$ cat src/rtl/alu_operand_stage_pkg.sv
`default_nettype none
// ============================================================================
// Module      : alu_operand_stage_pkg
// Description : Shared constants for the ALU operand stage: operand-select
//               encodings and the register-index width.
// Revision    : 1.0 - initial release
// ============================================================================
package alu_operand_stage_pkg;

    // Architectural register index width (x0..x31)
    localparam int c_REG_IDX_W = 5;

    // Operand A select encodings (2'b11 is a legal alias of zero)
    localparam logic [1:0] c_A_SEL_RS1  = 2'b00;
    localparam logic [1:0] c_A_SEL_ZERO = 2'b01;
    localparam logic [1:0] c_A_SEL_PC   = 2'b10;
    localparam logic [1:0] c_A_SEL_ZALT = 2'b11;

    // Operand B select encodings (2'b11 is a legal alias of imm)
    localparam logic [1:0] c_B_SEL_RS2    = 2'b00;
    localparam logic [1:0] c_B_SEL_IMM    = 2'b01;
    localparam logic [1:0] c_B_SEL_IMM_S1 = 2'b10;
    localparam logic [1:0] c_B_SEL_IALT   = 2'b11;

endpackage : alu_operand_stage_pkg
`default_nettype wire

$ cat src/rtl/alu_operand_stage_fwd_select.sv
`default_nettype none
// ============================================================================
// Module      : fwd_select
// Description : Priority forwarding selector for one source register.
//               Source 0 is the youngest and wins over older sources.
//               x0 is never forwarded. Reports a load-use hazard when the
//               winning source is still pending and the register is used.
// Ports       : addr/use_reg/rdata  - source index, use flag, regfile data
//               fwd_valid/fwd_pending/fwd_rd/fwd_data - packed forward sources
//               data/hazard         - selected operand, load-use hazard
// Revision    : 1.0 - initial release
// ============================================================================
module fwd_select
    import alu_operand_stage_pkg::*;
#(
    parameter int XLEN    = 32,
    parameter int NUM_FWD = 2
) (
    input  logic [c_REG_IDX_W-1:0]         addr,
    input  logic                           use_reg,
    input  logic [XLEN-1:0]                rdata,
    input  logic [NUM_FWD-1:0]             fwd_valid,
    input  logic [NUM_FWD-1:0]             fwd_pending,
    input  logic [c_REG_IDX_W*NUM_FWD-1:0] fwd_rd,
    input  logic [XLEN*NUM_FWD-1:0]        fwd_data,
    output logic [XLEN-1:0]                data,
    output logic                           hazard
);

    logic w_found;

    always_comb begin
        data    = rdata;
        hazard  = 1'b0;
        w_found = 1'b0;
        for (int i = 0; i < NUM_FWD; i++) begin
            // First match wins; older matches are shadowed, including their
            // pending state.
            if (!w_found && fwd_valid[i] && (addr != '0) &&
                (fwd_rd[i*c_REG_IDX_W +: c_REG_IDX_W] == addr)) begin
                w_found = 1'b1;
                data    = fwd_data[i*XLEN +: XLEN];
                hazard  = use_reg && fwd_pending[i];
            end
        end
    end

endmodule : fwd_select
`default_nettype wire

$ cat src/rtl/alu_operand_stage.sv
`default_nettype none
// ============================================================================
// Module      : alu_operand_stage
// Description : Registered ALU operand stage between decode and execute.
//               Forwards rs1/rs2, muxes operands A/B, stalls on load-use
//               hazards and holds the result in a one-entry valid/ready
//               register with flush.
// Ports       : in_valid/in_ready   - decode handshake
//               rs*_addr/use_rs*/rdata*, pc, imm, a_sel, b_sel - operands
//               fwd_*               - forwarding sources (index 0 youngest)
//               flush               - drop held entry and current input
//               out_valid/out_ready - execute handshake
//               alu_a/alu_b/store_data - registered operands
// Revision    : 1.0 - initial release
// ============================================================================
module alu_operand_stage
    import alu_operand_stage_pkg::*;
#(
    parameter int XLEN     = 32,
    parameter int NUM_FWD  = 2,
    parameter int PC_SHIFT = 2
) (
    input  logic                           clk,
    input  logic                           rst,
    input  logic                           in_valid,
    output logic                           in_ready,
    input  logic [c_REG_IDX_W-1:0]         rs1_addr,
    input  logic [c_REG_IDX_W-1:0]         rs2_addr,
    input  logic                           use_rs1,
    input  logic                           use_rs2,
    input  logic [XLEN-1:0]                rdata1,
    input  logic [XLEN-1:0]                rdata2,
    input  logic [XLEN-1:0]                pc,
    input  logic [XLEN-1:0]                imm,
    input  logic [1:0]                     a_sel,
    input  logic [1:0]                     b_sel,
    input  logic [NUM_FWD-1:0]             fwd_valid,
    input  logic [NUM_FWD-1:0]             fwd_pending,
    input  logic [c_REG_IDX_W*NUM_FWD-1:0] fwd_rd,
    input  logic [XLEN*NUM_FWD-1:0]        fwd_data,
    input  logic                           flush,
    output logic                           out_valid,
    input  logic                           out_ready,
    output logic [XLEN-1:0]                alu_a,
    output logic [XLEN-1:0]                alu_b,
    output logic [XLEN-1:0]                store_data
);

    logic [XLEN-1:0] w_rs1_val, w_rs2_val;
    logic            w_rs1_haz, w_rs2_haz;
    logic [XLEN-1:0] w_op_a, w_op_b;
    logic            w_accept;

    logic            out_valid_q, out_valid_d;
    logic [XLEN-1:0] alu_a_q, alu_a_d;
    logic [XLEN-1:0] alu_b_q, alu_b_d;
    logic [XLEN-1:0] store_data_q, store_data_d;

    fwd_select #(.XLEN(XLEN), .NUM_FWD(NUM_FWD)) u_fwd_rs1 (
        .addr        (rs1_addr),
        .use_reg     (use_rs1),
        .rdata       (rdata1),
        .fwd_valid   (fwd_valid),
        .fwd_pending (fwd_pending),
        .fwd_rd      (fwd_rd),
        .fwd_data    (fwd_data),
        .data        (w_rs1_val),
        .hazard      (w_rs1_haz)
    );

    fwd_select #(.XLEN(XLEN), .NUM_FWD(NUM_FWD)) u_fwd_rs2 (
        .addr        (rs2_addr),
        .use_reg     (use_rs2),
        .rdata       (rdata2),
        .fwd_valid   (fwd_valid),
        .fwd_pending (fwd_pending),
        .fwd_rd      (fwd_rd),
        .fwd_data    (fwd_data),
        .data        (w_rs2_val),
        .hazard      (w_rs2_haz)
    );

    always_comb begin
        w_op_a = '0;
        case (a_sel)
            c_A_SEL_RS1: w_op_a = w_rs1_val;
            c_A_SEL_PC:  w_op_a = pc << PC_SHIFT;
            default:     w_op_a = '0;
        endcase
    end

    always_comb begin
        w_op_b = imm;
        case (b_sel)
            c_B_SEL_RS2:    w_op_b = w_rs2_val;
            c_B_SEL_IMM_S1: w_op_b = imm << 1;
            default:        w_op_b = imm;
        endcase
    end

    // Ready ignores in_valid so decode can use it without a combinational loop.
    assign in_ready = !(w_rs1_haz || w_rs2_haz) && (!out_valid_q || out_ready);
    assign w_accept = in_valid && in_ready && !flush;

    always_comb begin
        out_valid_d  = out_valid_q;
        alu_a_d      = alu_a_q;
        alu_b_d      = alu_b_q;
        store_data_d = store_data_q;
        if (flush) begin
            out_valid_d = 1'b0;
        end else if (w_accept) begin
            out_valid_d  = 1'b1;
            alu_a_d      = w_op_a;
            alu_b_d      = w_op_b;
            store_data_d = w_rs2_val;
        end else if (out_ready) begin
            out_valid_d = 1'b0;
        end
    end

    always_ff @(posedge clk or posedge rst) begin
        if (rst) begin
            out_valid_q  <= 1'b0;
            alu_a_q      <= '0;
            alu_b_q      <= '0;
            store_data_q <= '0;
        end else begin
            out_valid_q  <= out_valid_d;
            alu_a_q      <= alu_a_d;
            alu_b_q      <= alu_b_d;
            store_data_q <= store_data_d;
        end
    end

    assign out_valid  = out_valid_q;
    assign alu_a      = alu_a_q;
    assign alu_b      = alu_b_q;
    assign store_data = store_data_q;

endmodule : alu_operand_stage
`default_nettype wire

$ cat config.mk
export PLATFORM = sky130hd
export DESIGN_NAME = alu_operand_stage
export DESIGN_NICKNAME = d
export VERILOG_FILES = /design/src/rtl/alu_operand_stage_pkg.sv /design/src/rtl/alu_operand_stage_fwd_select.sv /design/src/rtl/alu_operand_stage.sv
export SDC_FILE = /design/constraint.sdc
export NUM_CORES = 1
export LEC_CHECK = 0
export CAP_MARGIN = 20
export CORE_ASPECT_RATIO = 1.75
export CORE_UTILIZATION = 40
export CTS_CLUSTER_DIAMETER = 40
export DETAILED_ROUTE_END_ITERATION = 8
export PLACE_DENSITY = 0.8
export SLEW_MARGIN = 20
export SYNTH_ARGS = -nofsm -noshare
export SYNTH_HDL_FRONTEND = slang
export SYNTH_HIERARCHICAL = 1
export SYNTH_SLANG_ARGS = --single-unit
export TNS_END_PERCENT = 50
$ cat constraint.sdc
create_clock -name clk -period 5.8 [get_ports clk]
set_input_delay 1.16 -clock clk [delete_from_list [all_inputs] [get_ports clk]]
set_output_delay 1.16 -clock clk [all_outputs]
set_load 0.05 [all_outputs]
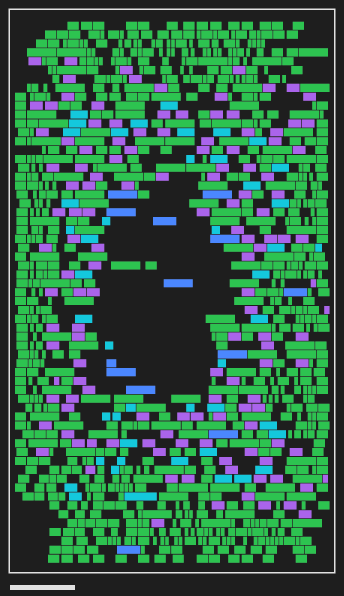
**Above:** cell sizes after repair.
Bar = 20 um.
Key: _6 and larger = blue [cells 13, share 1.3%, most used clkbuf_16]; _2 cells = purple [cells 134, share 14%, most used mux2_2]; _0 and _1 cells = green [cells 783, share 80%, most used clkdlybuf4s50_1]; _3 and _4 cells = cyan [cells 46, share 4.7%, most used mux2_4]
fin area: 10100 um2
area growth from synthesis to layout: 52.7%

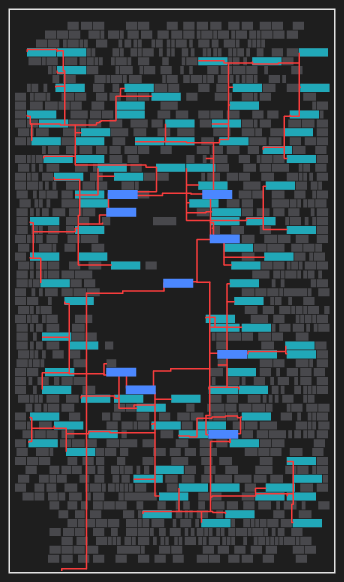
**Above:** clock network drawn from the DEF.
Key: clock drivers = blue [count 9]; flip-flops = cyan [count 97]; clock wires = red [length 1290 um]
Position of the flops: all over the die. There are 10 routed clock nets.
clock network power share: 20.4%
worst setup skew after layout: 0.0122 ns

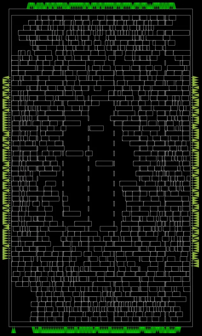
**Above:** placement view.
non-filler instance count after layout: 1165
placeable core region: 16000 um2
placement row count: 61

==> impl_table.tex <==
% Synthesis and place-and-route results
\begin{tabular}{lr}
\hline
Metric & Value \\
\hline
\multicolumn{2}{l}{\textbf{Synthesis}} \\
\quad Top comb family, area & multiplexers \\
\quad Synthesis area per yosys & 6610 um2 \\
\quad Synth warnings & 6 \\
\quad Net count entering floorplan & 908 \\
\quad Synth Cell Area & 6610 um2 \\
\quad Main flop type & dfrtp\_1 \\
\quad Share of the synthesized netlist area taken by xor and xnor gates & 2.65\% \\
\quad Mux cell area share after synthesis & 33.1\% \\
\quad Ys cells & between 600 and 700 \\
\quad Post-Synth AOI/OAI Area & 6.74\% \\
\quad Register bit total from synthesis & $\sim$97 \\
\quad Share of synthesized area occupied by flip-flops and latches & a little under two fifths \\
\quad Number of enable flip-flop cells & 0 \\
\quad Post-synthesis share of cell area spent on full adders, half adders and majority gates & 0\% \\
\quad Number of distinct library cells after synthesis & 27 \\
\multicolumn{2}{l}{\textbf{Global routing}} \\
\quad Global route hottest layer & met2 \\
\quad Global router's overall resource usage & 25.6\% \\
\quad Met2 capacity usage during global routing & roughly 47\% \\
\quad Number of global-route vias before repair & 6315 \\
\quad Initial antenna violation count & 0 \\
\quad GR Layer Usage met1 & 28.3\% \\
\quad Met3 GRT Util & under 10\% \\
\quad Congestion Overflow GR & 0 \\
\quad Maximum number of pins on one net before global-route repair & 66 \\
\quad Global-route wire length before repair & between 30000 and 40000 um \\
\multicolumn{2}{l}{\textbf{Cells and area}} \\
\quad Most frequently placed logic cells in the final layout & 317 x clkdlybuf4s50\_1, 130 x nand2\_1, 128 x mux2\_2 \\
\quad Final-layout clock-cell area share & 2.70\% \\
\quad Layout Utilization & 63.0\% \\
\quad Most common library cell in the layout ignoring fill and taps & clkdlybuf4s50\_1 \\
\quad Number of nets in the finished design & 1198 \\
\quad Total of fill cells in the finished design & 1357 \\
\quad Fraction of area in registers & 24.0\% \\
\quad Flop count & a little under 100 \\
\quad Buffer share of cell area & 32.9\% \\
\quad Gate Area & 3820 um2 \\
\quad Signal inverters & 4 \\
\quad Multi-input gates & 526 \\
\quad Layout cells sized above 1 & 19.8\% \\
\quad Leading cell category by total area & logic gates \\
\multicolumn{2}{l}{\textbf{Pwr}} \\
\quad Combinational fraction of design power & 47.6\% \\
\quad Worst IR drop on VDD & 0.146 mV \\
\quad Post-route total power & 0.00273 W \\
\quad Total net switching power & 0.00108 W \\
\quad Leakage component of the power & 4.35 nW \\
\quad Power density over the cells & 271 nW/um2 \\
\quad Sequential group share of total power & 32.0\% \\
\quad Net switching fraction of the power & 39.6\% \\
\multicolumn{2}{l}{\textbf{Route}} \\
\quad Final routed DRC violation total & 0 \\
\quad Detailed Route Iter0 Violations & 224 \\
\quad DR WL/cell & 18.7 um \\
\quad First-pass DRT Iterations & 5 \\
\quad Residual antenna-violating net count after detailed routing & 0 \\
\quad Mean number of vias per cell & between 5 and 6 \\
\quad Via count & around 6200 \\
\multicolumn{2}{l}{\textbf{Placement}} \\
\quad Number of buffers inserted by port buffering & 322 \\
\quad Post-Place Cell Area & around 10000 um2 \\
\quad HPWL Detailed & 16300 um \\
\quad Placer's final routability congestion estimate & 0.846 \\
\multicolumn{2}{l}{\textbf{Flow run}} \\
\quad Count of max-cap constraint violations & 0 \\
\quad Total number of warnings across the stage logs & 28 \\
\multicolumn{2}{l}{\textbf{Final timing}} \\
\quad Cycle use final & 82.7\% \\
\quad Hold slack & 0.504 ns \\
\quad Final Hold Violating Endpoints & 0 \\
\quad Unrepaired setup endpoints after global routing & no \\
\quad Actual transition at the worst max-transition pin & $\sim$1.1 ns \\
\quad Maximum clock frequency & 209 MHz \\
\quad Final slew viol count & 0 \\
\quad Relative slew slack & 25.3\% \\
\quad Minimum setup slack in the final design & 1.00 ns \\
\multicolumn{2}{l}{\textbf{Floorplan}} \\
\quad Well-tap cell count & 189 \\
\quad Width of the die & 99.2 um \\
\quad Count of pins on the block boundary & between 300 and 400 \\
\quad Vertical die size & approximately 170 um \\
\multicolumn{2}{l}{\textbf{Setup path}} \\
\quad Endpoint required time on the critical path & between 4 and 5 ns \\
\quad Data arrival, critical path & 3.64 ns \\
\quad Critical Path End Type & output pin \\
\quad Startpoint type of the worst setup path & input port \\
\multicolumn{2}{l}{\textbf{Clock tree}} \\
\quad CTS Sinks & a little under 100 \\
\quad CTS resizes & 0 \\
\quad Buffer type at the clock tree root & clkbuf\_16 \\
\quad Clock slew at the register clock pins of the worst setup and hold paths & $\sim$0.060 ns \\
\quad Clock buffer count from CTS & 9 \\
\quad Setup Buffers After CTS & 0 \\
\quad Cts-stage hold buffer count & 0 \\
\quad Latest clock arrival within the worst-skew pair & approximately 0.34 ns \\
\quad Worst-case clock buffer depth & 2 \\
\quad CTS tree & yes \\
\multicolumn{2}{l}{\textbf{Outcome}} \\
\quad Run status & complete, no violations \\
\multicolumn{2}{l}{\textbf{Min path}} \\
\quad Worst Hold Class & reg -> reg \\
\hline
\end{tabular}
power groups by stage:
stage	Sequential [W]	Clock (W)	Combinational [W]
floorplan	0.00135	0	0.000306
global placement	0.000880	0	0.00129
detailed placement	0.000886	0	0.00130
CTS	0.000874	0.000577	0.00131
global route	0.000891	0.000602	0.00135
finish	0.000874	0.000559	0.00130
cell usage after synthesis, drive strengths merged, types with 2 or more instances:
master	instances	area, um2
mux2	157	1880
nand2	130	488
nor2	100	375
dfrtp	97	2430
a31oi	64	400
buf	43	325
mux2i	31	310
xor2	12	105
clkbuf	11	41.3
xnor2	8	70.1
inv	4	15.0
or4	4	37.5
nor3b	3	22.5
a21oi	2	10.0
and2	2	12.5
and3	2	12.5
nand4	2	12.5
nor4	2	12.5
o211a	2	20.0
o21a	2	15.0
layer usage:
| layer | routed length, um | share of wire, % | vias to the layer above |
|---|---|---|---|
| li1 | - | - | 2939 |
| met1 | 8030 | 37 | 2960 |
| met2 | 11600 | 53 | 249 |
| met3 | 1220 | 5.6 | 48 |
| met4 | 941 | 4.3 | 0 |
| met5 | 0 | 0 | - |
worst max-delay path, cell delays in order:
cell	delay [ns]
clkdlybuf4s50_1	0.49
or4_4	0.57
nor2_1	0.11
or4_2	0.16
buf_4	0.33
nor2_1	0.07
o21a_1	0.20
nor3_1	0.34
buf_12	0.19
path summary, 6_finish.rpt:
check,from,to,slack [ns],cells past startpoint
setup / recovery,rs1_addr[1],in_ready,1.00,9
max in group asynchronous,rst,alu_b[15],3.47,3
min in group asynchronous,rst,alu_b[14],1.34,2
hold reg to reg,alu_b[10],alu_b[10],0.50,1
setup reg to reg,out_valid,store_data[30],3.60,4
hold / removal,alu_b[10],alu_b[10],0.50,1
state kept, by name (all words and copies together), names as in the netlist:
register    flops
alu_a          32
alu_b          32
out_valid       1
store_data     32
Power is estimated from default activity; no workload was simulated.
